Fig. 1: gate-type map
Scale: 4 px per µm.
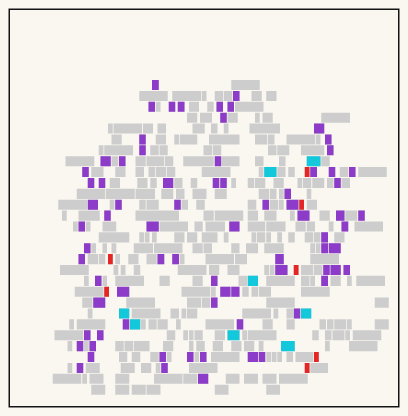
Fig. 2: nets reached from selected ports
Scale: 4 px per µm.
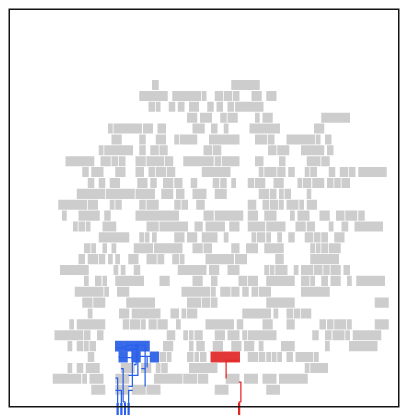
## src/rtl/event_end_responder_if.sv

```systemverilog
// Event handshake bundle between game_logic (master) and event_end_responder
// (slave). The master drives the request and the skip button level; the
// responder returns the end tick plus status for the FND / LED overlays.
interface event_end_responder_if;
  logic [3:0] event_flag;
  logic       skip_btn;
  logic       event_end_tick;
  logic       event_active;
  logic [3:0] event_code;
  logic [3:0] remaining_sec;
  logic       blink;

  modport master (
    output event_flag,
    output skip_btn,
    input  event_end_tick,
    input  event_active,
    input  event_code,
    input  remaining_sec,
    input  blink
  );

  modport slave (
    input  event_flag,
    input  skip_btn,
    output event_end_tick,
    output event_active,
    output event_code,
    output remaining_sec,
    output blink
  );
endinterface

```

## src/rtl/event_end_responder.sv

```systemverilog
// event_end_responder: times a game_logic event and answers with a one-cycle
// event_end_tick. A non-zero event_flag starts a EVENT_SEC * CYCLES_PER_SEC
// cycle run; dropping the flag to 0 aborts it silently. After the tick the
// block waits for the flag to clear so a stale request cannot retrigger.
// Optional feature macro: EVENT_SKIP_EN (rising edge of skip_btn in RUN ends
// the event early with a normal tick).
module event_end_responder #(
  parameter int CYCLES_PER_SEC = 100_000_000,
  parameter int EVENT_SEC      = 3
) (
  input  logic               clk,
  input  logic               reset,
  event_end_responder_if.slave bus
);

  // cyc_cnt width follows the cycles-per-second count; keep at least 1 bit
  localparam int            CW       = (CYCLES_PER_SEC > 1) ? $clog2(CYCLES_PER_SEC) : 1;
  localparam logic [CW-1:0] CYC_LAST = CW'(CYCLES_PER_SEC - 1);
  localparam logic [CW:0]   CYC_HALF = (CW+1)'(CYCLES_PER_SEC / 2);
  localparam logic [3:0]    SEC_INIT = 4'(EVENT_SEC);
  // blink value for cyc_cnt == 0 (false only in the degenerate 1-cycle second)
  localparam logic          BLINK_0  = (CYC_HALF != '0);

  typedef enum logic [1:0] {
    IDLE     = 2'd0,
    RUN      = 2'd1,
    DONE     = 2'd2,
    WAIT_CLR = 2'd3
  } state_t;

  state_t        state;
  logic [CW-1:0] cyc_cnt;
  logic          tick_q;
  logic          active_q;
  logic [3:0]    code_q;
  logic [3:0]    rem_q;
  logic          blink_q;

  logic          flag_set;
  logic          sec_last;
  logic          run_last;
  logic          skip_rise;
  logic [CW:0]   cyc_inc;

  assign flag_set = |bus.event_flag;
  assign sec_last = (cyc_cnt == CYC_LAST);
  // rem_q <= 1 rather than == 1 keeps remaining_sec from ever wrapping
  assign run_last = sec_last && (rem_q <= 4'd1);
  assign cyc_inc  = {1'b0, cyc_cnt} + (CW+1)'(1);

`ifdef EVENT_SKIP_EN
  logic skip_q;

  // Previous skip_btn level for rising-edge detection
  always_ff @(posedge clk) begin
    if (reset) skip_q <= 1'b0;
    else       skip_q <= bus.skip_btn;
  end

  assign skip_rise = bus.skip_btn & ~skip_q;
`else
  logic unused_skip;

  // Skip input is not part of this build; the event always runs full length
  assign unused_skip = bus.skip_btn;
  assign skip_rise   = 1'b0;
`endif

  // Event FSM with all outputs registered alongside the state
  always_ff @(posedge clk) begin
    if (reset) begin
      state    <= IDLE;
      cyc_cnt  <= '0;
      tick_q   <= 1'b0;
      active_q <= 1'b0;
      code_q   <= 4'd0;
      rem_q    <= 4'd0;
      blink_q  <= 1'b0;
    end else begin
      tick_q <= 1'b0;
      case (state)
        IDLE: begin
          if (flag_set) begin
            state    <= RUN;
            code_q   <= bus.event_flag;
            rem_q    <= SEC_INIT;
            cyc_cnt  <= '0;
            active_q <= 1'b1;
            blink_q  <= BLINK_0;
          end
        end

        RUN: begin
          if (!flag_set) begin
            // Abort: game_logic withdrew the request, no tick
            state    <= IDLE;
            cyc_cnt  <= '0;
            active_q <= 1'b0;
            code_q   <= 4'd0;
            rem_q    <= 4'd0;
            blink_q  <= 1'b0;
          end else if (skip_rise || run_last) begin
            state    <= DONE;
            tick_q   <= 1'b1;
            cyc_cnt  <= '0;
            active_q <= 1'b0;
            rem_q    <= 4'd0;
            blink_q  <= 1'b0;
          end else if (sec_last) begin
            cyc_cnt <= '0;
            rem_q   <= rem_q - 4'd1;
            blink_q <= BLINK_0;
          end else begin
            cyc_cnt <= cyc_inc[CW-1:0];
            blink_q <= (cyc_inc < CYC_HALF);
          end
        end

        // Single tick cycle, then wait for the flag to be released
        DONE: state <= WAIT_CLR;

        WAIT_CLR: begin
          if (!flag_set) state <= IDLE;
        end

        default: state <= IDLE;
      endcase
    end
  end

  assign bus.event_end_tick = tick_q;
  assign bus.event_active   = active_q;
  assign bus.event_code     = code_q;
  assign bus.remaining_sec  = rem_q;
  assign bus.blink          = blink_q;

endmodule

```

## src/flat_wrapper.sv

```systemverilog
// flat-port wrapper written by rule: the top's interface ports become plain ports
module event_end_responder_flat 
#(
  parameter int CYCLES_PER_SEC = 100_000_000,
  parameter int EVENT_SEC      = 3
)
  (clk, reset, bus_event_flag, bus_skip_btn, bus_event_end_tick, bus_event_active, bus_event_code, bus_remaining_sec, bus_blink);
  event_end_responder_if bus_i ();
  input  logic clk;
  input  logic reset;
  input wire logic [$bits(bus_i.event_flag)-1:0] bus_event_flag;
  input wire logic [$bits(bus_i.skip_btn)-1:0] bus_skip_btn;
  output wire logic [$bits(bus_i.event_end_tick)-1:0] bus_event_end_tick;
  output wire logic [$bits(bus_i.event_active)-1:0] bus_event_active;
  output wire logic [$bits(bus_i.event_code)-1:0] bus_event_code;
  output wire logic [$bits(bus_i.remaining_sec)-1:0] bus_remaining_sec;
  output wire logic [$bits(bus_i.blink)-1:0] bus_blink;
  assign bus_i.event_flag = bus_event_flag;
  assign bus_i.skip_btn = bus_skip_btn;
  assign bus_event_end_tick = bus_i.event_end_tick;
  assign bus_event_active = bus_i.event_active;
  assign bus_event_code = bus_i.event_code;
  assign bus_remaining_sec = bus_i.remaining_sec;
  assign bus_blink = bus_i.blink;
  event_end_responder #(.CYCLES_PER_SEC(CYCLES_PER_SEC), .EVENT_SEC(EVENT_SEC)) u_core (.clk(clk), .reset(reset), .bus(bus_i));
endmodule
```

## config.mk

```make
export PLATFORM = sky130hd
export DESIGN_NAME = event_end_responder_flat
export DESIGN_NICKNAME = d
export VERILOG_FILES = /design/src/rtl/event_end_responder_if.sv /design/src/rtl/event_end_responder.sv /design/src/flat_wrapper.sv
export SDC_FILE = /design/constraint.sdc
export NUM_CORES = 1
export LEC_CHECK = 0
export CORE_AREA = 2 2 95 97
export DETAILED_ROUTE_END_ITERATION = 12
export DIE_AREA = 0 0 97 99
export MAX_ROUTING_LAYER = met4
export PLACE_DENSITY = 0.54
export SYNTH_ARGS = -nofsm -noshare
export SYNTH_HDL_FRONTEND = slang
export SYNTH_SLANG_ARGS = --single-unit
```

## constraint.sdc

```tcl
create_clock -name clk -period 2.3 [get_ports clk]
set_input_delay 0.575 -clock clk [delete_from_list [all_inputs] [get_ports clk]]
set_output_delay 0.575 -clock clk [all_outputs]
set_load 0.005 [all_outputs]
```

==> impl_metrics.csv <==
group,metric,value,unit
status,outcome,"finished clean",
logic_synthesis,ys_seq_frac,0.3195,
placed_design,dp.final_hpwl,4945,µm
worst_hold_path,min_path_type,"reg2reg",
layout,buf_share,0.1459,
layout,nNonClkInverters,7,
clocking,tritoncts,"yes",
logic_synthesis,ys_cells,330,
critical_path,crit_cells,8,
layout,design_area,3157,µm²
logic_synthesis,top_area_cell,"dfxtp_1",
placed_design,pre_cts_ws,-0.2232,ns
logic_synthesis,ys_seq_elements,40,
logic_synthesis,synthAoiAreaFrac,0.1997,
layout,comb_share,0.5141,
critical_path,cp_max_fo,6,
final_timing,max_slew_margin,0.6228,
route,drc,0,
placed_design,place_inst,470,
layout,logic_area,1623,µm²
layout,nClkBuffers,5,
clocking,clock_tree.htree_level_count,2,
clocking,cts_hold_buf,0,
worst_hold_path,holdPathEnd,"u_core.bus.event_active",
route,highest_layer,"met4",
layout,lay_top_cells,"nor2_1 (56), dfxtp_1 (40), a21oi_1 (38)",
placed_design,placed_area,3012,µm²
global_routing,grt_pass1_wl,11340,µm
final_timing,whs,0.5054,ns
logic_synthesis,xor_area_frac,0.04194,
die,n_tap_cell,108,
clocking,cts-root-buf,"clkbuf_8",
clocking,insertion_delay,0.30,ns
final_timing,finalClockSkew,0.01312,ns
global_routing,grt_overflow,0,
layout,syn2layout_area_growth,25.96,%
route,routed_wl,6754,µm
flow_run,maxCapViolCount,0,
clocking,cts_sinks,40,
logic_synthesis,fp_nets,340,
critical_path,crit_buf_inv,0,
final_timing,tightestPinTransition,0.5614,ns
power,powerComb,193,µW
critical_path,start_kind,"flop",
logic_synthesis,ys_sh_simple,0.3774,
power,leakage,0.001166,µW
logic_synthesis,yosysTopAreaCellShare,0.3195,
clocking,post-cts-setup-buffers,0,
power,clkPwrFrac,0.394,
critical_path,slowest_stage,"nor4_2",
global_routing,use_met2,0.2345,
About Fig. 1:
family	colour	cells
aoi and oai cells	purple	76
inv cells	red	7
non-inverting ao/oa cells	cyan	8

About Fig. 2:
port	colour	bits	direction	end cells	buffers	wire
bus_event_end_tick	red	1	output	1	1	14.2 µm
bus_event_flag	blue	4	input	6	5	84.5 µm

Power figures rest on the tool's default switching activity, not on a simulated workload.
